`src/rtl/bcd_pkg.sv`:
```
// Shared types and helpers for the digit-serial packed-BCD adder.
package bcd_pkg;

  typedef logic [1:0] state_t;

  localparam state_t StIdle = 2'd0;
  localparam state_t StRun  = 2'd1;
  localparam state_t StDone = 2'd2;

  localparam logic [3:0] BCD_MAX = 4'd9;

  function automatic logic is_bcd_digit(input logic [3:0] d);
    return d <= BCD_MAX;
  endfunction

endpackage

```
`src/rtl/bcd_serial_add_ctrl_if.sv`:
```
// Operand and result handshake bundle for bcd_serial_add_ctrl.
interface bcd_serial_add_ctrl_if #(
  parameter int unsigned DIGITS = 4
);
  logic                  in_valid;
  logic                  in_ready;
  logic [4*DIGITS-1:0]   a;
  logic [4*DIGITS-1:0]   b;
  logic                  cin;
  logic                  out_valid;
  logic                  out_ready;
  logic [4*DIGITS-1:0]   sum;
  logic                  co;
  logic                  err;
  logic                  busy;

  modport master (
    output in_valid, a, b, cin, out_ready,
    input  in_ready, out_valid, sum, co, err, busy
  );

  modport slave (
    input  in_valid, a, b, cin, out_ready,
    output in_ready, out_valid, sum, co, err, busy
  );
endinterface

```
`src/rtl/adder10_0.sv`:
```
// Single-digit BCD adder: s = (a+b+ci) mod 10, co = (a+b+ci) >= 10.
module adder10_0 (
  input  logic [3:0] a,
  input  logic [3:0] b,
  input  logic       ci,
  output logic [3:0] s,
  output logic       co
);
  logic [4:0] raw;
  logic [4:0] adj;

  always_comb begin
    raw = {1'b0, a} + {1'b0, b} + {4'b0, ci};
    adj = raw - 5'd10;
    co  = raw >= 5'd10;
    s   = co ? adj[3:0] : raw[3:0];
  end
endmodule

```
`src/rtl/bcd_serial_add_ctrl.sv`:
```
// Digit-serial packed-BCD adder controller: one shared digit adder, LSD first,
// carry held in a register between digits.
module bcd_serial_add_ctrl
  import bcd_pkg::*;
#(
  parameter int unsigned DIGITS = 4
) (
  input  logic                 clk,
  input  logic                 rst_n,
  bcd_serial_add_ctrl_if.slave bus
);
  localparam int unsigned W    = 4 * DIGITS;
  localparam int unsigned CntW = $clog2(DIGITS) + 1;
  localparam logic [CntW-1:0] CntLast = CntW'(DIGITS - 1);

  state_t          state;
  logic [W-1:0]    a_sh;
  logic [W-1:0]    b_sh;
  logic [W-1:0]    sum_sh;
  logic            carry_r;
  logic            err_r;
  logic [CntW-1:0] cnt;

  logic [3:0]      dig_s;
  logic            dig_co;
  logic [W-1:0]    sum_sh_nx;
  logic            in_err;
  logic            accept;

  adder10_0 u_adder (
    .a  (a_sh[3:0]),
    .b  (b_sh[3:0]),
    .ci (carry_r),
    .s  (dig_s),
    .co (dig_co)
  );

  always_comb begin
    in_err = 1'b0;
    for (int i = 0; i < int'(DIGITS); i++) begin
      if (!is_bcd_digit(bus.a[4*i +: 4]) || !is_bcd_digit(bus.b[4*i +: 4])) begin
        in_err = 1'b1;
      end
    end
  end

  // New digit enters at the top so the LSD ends in [3:0] after DIGITS shifts.
  assign sum_sh_nx = (sum_sh >> 4) | (W'(dig_s) << (W - 4));
  assign accept    = (state == StIdle) && bus.in_valid;

  always_ff @(posedge clk or negedge rst_n) begin
    if (!rst_n) begin
      state   <= StIdle;
      a_sh    <= '0;
      b_sh    <= '0;
      sum_sh  <= '0;
      carry_r <= 1'b0;
      err_r   <= 1'b0;
      cnt     <= '0;
    end else begin
      case (state)
        StIdle: begin
          if (accept) begin
            a_sh    <= bus.a;
            b_sh    <= bus.b;
            carry_r <= bus.cin;
            sum_sh  <= '0;
            cnt     <= '0;
            err_r   <= in_err;
            state   <= StRun;
          end
        end
        StRun: begin
          sum_sh  <= sum_sh_nx;
          a_sh    <= a_sh >> 4;
          b_sh    <= b_sh >> 4;
          carry_r <= dig_co;
          cnt     <= cnt + 1'b1;
          if (cnt == CntLast) begin
            state <= StDone;
          end
        end
        StDone: begin
          if (bus.out_ready) begin
            state <= StIdle;
          end
        end
        default: state <= StIdle;
      endcase
    end
  end

  always_comb begin
    bus.in_ready  = (state == StIdle);
    bus.out_valid = (state == StDone);
    bus.busy      = (state == StRun) || (state == StDone);
    bus.sum       = '0;
    bus.co        = 1'b0;
    bus.err       = 1'b0;
    if (state == StDone) begin
      bus.err = err_r;
      // A bad input digit makes the arithmetic meaningless, so hide it.
      if (!err_r) begin
        bus.sum = sum_sh;
        bus.co  = carry_r;
      end
    end
  end

endmodule

```
`src/flat_wrapper.sv`:
```
// flat-port wrapper written by rule: the top's interface ports become plain ports
module bcd_serial_add_ctrl_flat import bcd_pkg::*;
#(
  parameter int unsigned DIGITS = 4
)
  (clk, rst_n, bus_in_valid, bus_a, bus_b, bus_cin, bus_out_ready, bus_in_ready, bus_out_valid, bus_sum, bus_co, bus_err, bus_busy);
  bcd_serial_add_ctrl_if #(.DIGITS(DIGITS)) bus_i ();
  input  logic clk;
  input  logic rst_n;
  input wire logic [$bits(bus_i.in_valid)-1:0] bus_in_valid;
  input wire logic [$bits(bus_i.a)-1:0] bus_a;
  input wire logic [$bits(bus_i.b)-1:0] bus_b;
  input wire logic [$bits(bus_i.cin)-1:0] bus_cin;
  input wire logic [$bits(bus_i.out_ready)-1:0] bus_out_ready;
  output wire logic [$bits(bus_i.in_ready)-1:0] bus_in_ready;
  output wire logic [$bits(bus_i.out_valid)-1:0] bus_out_valid;
  output wire logic [$bits(bus_i.sum)-1:0] bus_sum;
  output wire logic [$bits(bus_i.co)-1:0] bus_co;
  output wire logic [$bits(bus_i.err)-1:0] bus_err;
  output wire logic [$bits(bus_i.busy)-1:0] bus_busy;
  assign bus_i.in_valid = bus_in_valid;
  assign bus_i.a = bus_a;
  assign bus_i.b = bus_b;
  assign bus_i.cin = bus_cin;
  assign bus_i.out_ready = bus_out_ready;
  assign bus_in_ready = bus_i.in_ready;
  assign bus_out_valid = bus_i.out_valid;
  assign bus_sum = bus_i.sum;
  assign bus_co = bus_i.co;
  assign bus_err = bus_i.err;
  assign bus_busy = bus_i.busy;
  bcd_serial_add_ctrl #(.DIGITS(DIGITS)) u_core (.clk(clk), .rst_n(rst_n), .bus(bus_i));
endmodule
```
`config.mk`:
```
export PLATFORM = sky130hd
export DESIGN_NAME = bcd_serial_add_ctrl_flat
export DESIGN_NICKNAME = d
export VERILOG_FILES = /design/src/rtl/bcd_pkg.sv /design/src/rtl/bcd_serial_add_ctrl_if.sv /design/src/rtl/adder10_0.sv /design/src/rtl/bcd_serial_add_ctrl.sv /design/src/flat_wrapper.sv
export SDC_FILE = /design/constraint.sdc
export NUM_CORES = 1
export LEC_CHECK = 0
export CAP_MARGIN = 25
export CELL_PAD_IN_SITES_DETAIL_PLACEMENT = 1
export CELL_PAD_IN_SITES_GLOBAL_PLACEMENT = 1
export CORE_MARGIN = 3
export CORE_UTILIZATION = 42
export CTS_BUF_LIST = sky130_fd_sc_hd__clkbuf_16
export DETAILED_ROUTE_END_ITERATION = 8
export PLACE_DENSITY = 0.94
export SKIP_LAST_GASP = 1
export SLEW_MARGIN = 0
export SYNTH_ARGS = -nofsm -noshare
export SYNTH_HDL_FRONTEND = slang
export SYNTH_SLANG_ARGS = --single-unit
```
`constraint.sdc`:
```
create_clock -name clk -period 5.7 [get_ports clk]
set_input_delay 1.425 -clock clk [delete_from_list [all_inputs] [get_ports clk]]
set_output_delay 1.425 -clock clk [all_outputs]
set_load 0.1 [all_outputs]
```
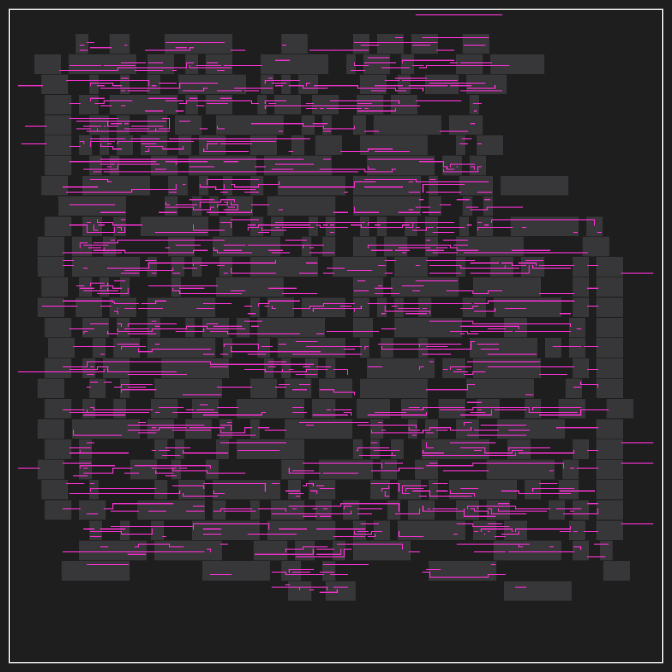
Run 1: metal 1
nets with wire on the layer: 318
share of all routed wire: 41%
wire length on this layer: 2910 um
main direction: horizontal
longest straight run: 34.0 um
total number of vias: 2270
Routed WL: 7.146 mm

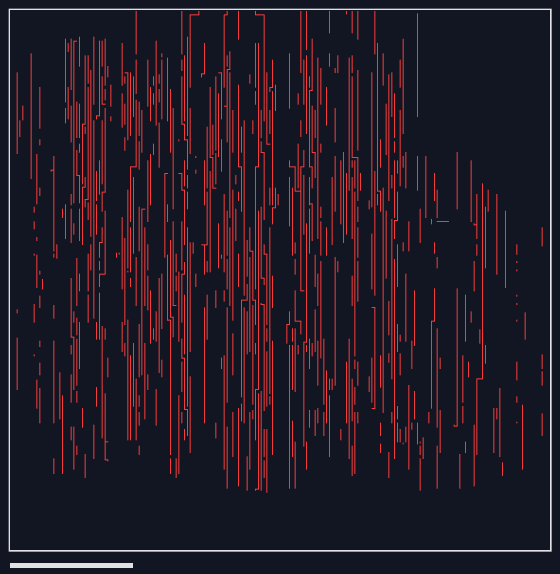
Run 1: signal wires on met2
Bar = 20 um.
nets with wire on the layer: 333
main direction: vertical
longest straight run: 36.4 um
routing usage on met2: 0.3568

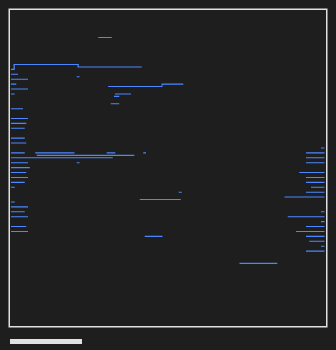
Run 1: met3 routing
Bar = 20 um.
nets with wire on the layer: 54
share of all routed wire: 4.7%
longest straight run: 27.8 um
M3 GR Usage: 0.03406

==> flow_metrics.tcl, run 1 <==
# metrics dict for downstream scripts
set metrics [dict create \
    status "finished clean" \
    p_int_mw 1.116 \
    synth_flops 55 \
    dr.max_layer_used "met4" \
    logic_family "AND-OR/OR-AND gates" \
    place.gp.congestion 0.7812 \
    wl_met2_mm 3.790 \
    openroad.warnings 28 \
    synthAoiAreaFrac 0.1991 \
    ys_sh_mux 0.09372 \
    path_clk_slew_ns 0.07 \
    grt_start_max_net_pins 70 \
    p_per_area_mw_per_mm2 570.8 \
    clkCellAreaFrac 0.04022 \
    switching_share 0.4533 \
    ir_drop_mv 0.3388 \
    ys_cells 274 \
    place_inst 395 \
    seqCellArea_mm2 0.001376 \
    finalNonFillerCells 404 \
    yosys-top-cells-area "dfrtp_1 49%, mux2i_1 9.0%, o21ai_0 8.4%" \
    cp_slowest_cell "clkdlybuf4s50_1" \
    post-route-period-util 0.7689 \
    antenna_found_initial 0 \
    cts_tree "done" \
    ys_seq_share 0.4933 \
    synthesis.area_mm2 0.002790 \
    firstDrtPassIters 7 \
    slew_violations 0 \
]
--- run 2 (diff from run 1) ---
--- a/config.mk
+++ b/config.mk
@@ -9,10 +9,10 @@
 export CELL_PAD_IN_SITES_DETAIL_PLACEMENT = 1
 export CELL_PAD_IN_SITES_GLOBAL_PLACEMENT = 1
 export CORE_MARGIN = 3
-export CORE_UTILIZATION = 42
+export CORE_UTILIZATION = 35
 export CTS_BUF_LIST = sky130_fd_sc_hd__clkbuf_16
 export DETAILED_ROUTE_END_ITERATION = 8
-export PLACE_DENSITY = 0.94
+export PLACE_DENSITY = 0.85
 export SKIP_LAST_GASP = 1
 export SLEW_MARGIN = 0
 export SYNTH_ARGS = -nofsm -noshare
==> constraint.sdc (replaced) <==
create_clock -name clk -period 3.59 [get_ports clk]
set_input_delay 0.8975 -clock clk [delete_from_list [all_inputs] [get_ports clk]]
set_output_delay 0.8975 -clock clk [all_outputs]
set_load 0.1 [all_outputs]
==> run 2 against run 1 <==
Synthesized cell count unchanged. Area after synthesis unchanged. Via count down 0.35%. Routed wire length down 4.9%. First-iteration DRC count up 23%. Sequential cell count unchanged. Design area up 2.1%. Largest cell class unchanged.
==> flow_metrics.tcl, run 2 <==
# metrics dict for downstream scripts
set metrics [dict create \
    yosys-top-cells-area "dfrtp_1 49%, mux2i_1 9.0%, o21ai_0 8.4%" \
    post-route-period-util 0.8620 \
    die_w_um 95.29 \
    yosysMostFrequentCell "dfrtp_1" \
    comb_share 0.3633 \
    status "finished clean" \
    synth_flops 55 \
    synth_top_area_share 0.4933 \
    cp_slowest_cell "nor2b_1" \
    gr-usage-met3 0.03473 \
    postSynthAreaPerCell_um2 10.18 \
    largest_area_cell "dfrtp_1" \
    synthesis.area_mm2 0.002790 \
    place.gp.congestion 0.7458 \
    ys_seq_share 0.4933 \
    logic_family "AND-OR/OR-AND gates" \
    ir_drop_mv 0.3418 \
    cts_tree "done" \
    finalNonFillerCells 428 \
    clkCellAreaFrac 0.03838 \
    grt_start_max_net_pins 51 \
    ys_sh_mux 0.09372 \
    wl_met1_mm 3.006 \
    synthAoiAreaFrac 0.1991 \
    p_int_mw 1.773 \
    ys_cells 274 \
    switching_share 0.4484 \
    grtUsageMet2 0.2694 \
    antenna_found_initial 0 \
    p_per_area_mw_per_mm2 880.5 \
    seqCellArea_mm2 0.001376 \
    place_inst 419 \
]
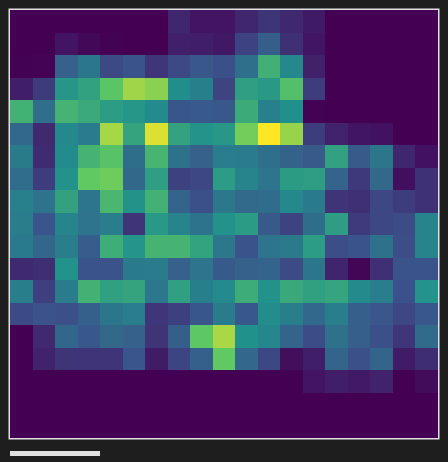
Run 2: routed metal per tile
Bar = 20 um. 19 x 19 tiles, from dark purple (low) to yellow (high), scaled to the fullest tile. Values are wire area over tile area, all layers added.
tiles over half the peak: 18%
fullest tile: 0.45
emptiest ninth of the die: top right
total number of vias: 2262
DR WL/cell: 15.88 um
Routed WL: 6.798 mm
gr usage total: 0.1593

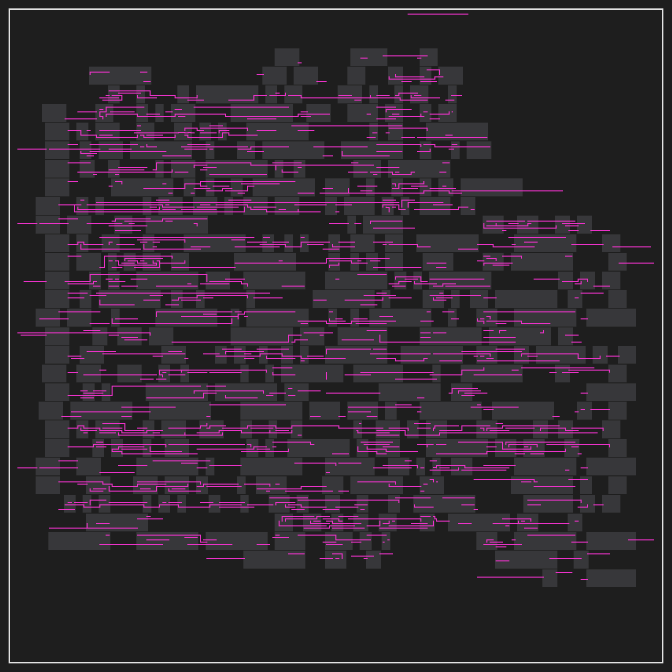
Run 2: metal 1
share of all routed wire: 44%
wire length on this layer: 3010 um
met1 usage: 0.2056

--- run 3 (diff from run 2) ---
==> constraint.sdc (replaced) <==
create_clock -name clk -period 3.59 [get_ports clk]
set_input_delay 0.8975 -clock clk [delete_from_list [all_inputs] [get_ports clk]]
set_output_delay 0.8975 -clock clk [all_outputs]
set_load 0.05 [all_outputs]
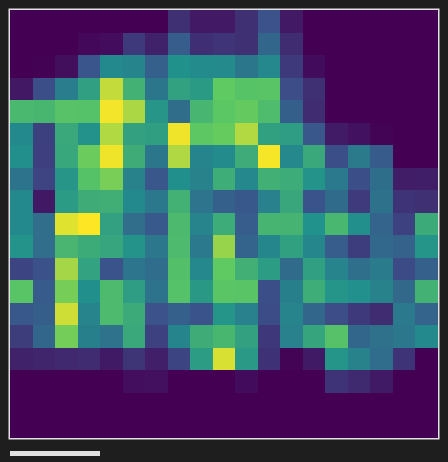
Run 3: routed metal per tile
Bar = 20 um. 19 x 19 tiles, from dark purple (low) to yellow (high), scaled to the fullest tile. Values are wire area over tile area, all layers added.
nearly empty tiles: 27%
fullest tile: 0.36
mean over tiles: 0.11
emptiest ninth of the die: top right
total number of vias: 2183
DR WL/cell: 15.22 um

==> run 3 against run 2 <==
Maximum frequency is 4.4% lower. Worst setup slack worse by 0.14 ns. Clock-buffer cell count did not move. Largest power group unchanged. Highest routed layer unchanged. Sequential cell count unchanged.
==> flow_metrics.tcl, run 3 <==
# metrics dict for downstream scripts
set metrics [dict create \
    seqCellArea_mm2 0.001376 \
    antenna_found_initial 0 \
    grt_start_max_net_pins 51 \
    path_clk_slew_ns 0.07 \
    place.gp.congestion 0.7892 \
    die_w_um 95.29 \
    yosysMostFrequentCell "dfrtp_1" \
    switching_share 0.4135 \
    place_inst 420 \
    p_per_area_mw_per_mm2 863.5 \
    largest_area_cell "dfrtp_1" \
    dr.max_layer_used "met4" \
    logic_family "AND-OR/OR-AND gates" \
    clkCellAreaFrac 0.04488 \
    finalNonFillerCells 429 \
    post-route-period-util 0.9015 \
    p_int_mw 1.850 \
    ir_drop_mv 0.3638 \
    synth_flops 55 \
    status "finished clean" \
    synth_top_area_share 0.4933 \
    yosys-top-cells-area "dfrtp_1 49%, mux2i_1 9.0%, o21ai_0 8.4%" \
    ys_cells 274 \
    met1_usage 0.1934 \
    postSynthAreaPerCell_um2 10.18 \
    comb_share 0.3631 \
]
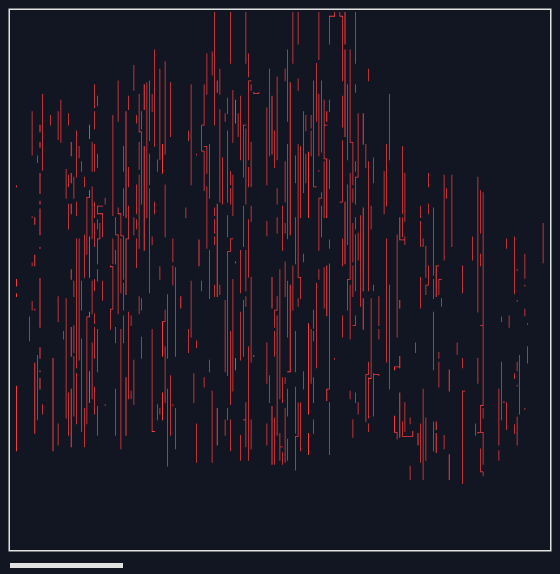
Run 3: signal wires on met2
Bar = 20 um.
main direction: vertical
nets with wire on the layer: 322
longest straight run: 37.6 um
share of all routed wire: 48%
routing usage on met2: 0.2577
Routed WL: 6.529 mm

Power is estimated from default activity; no workload was simulated.
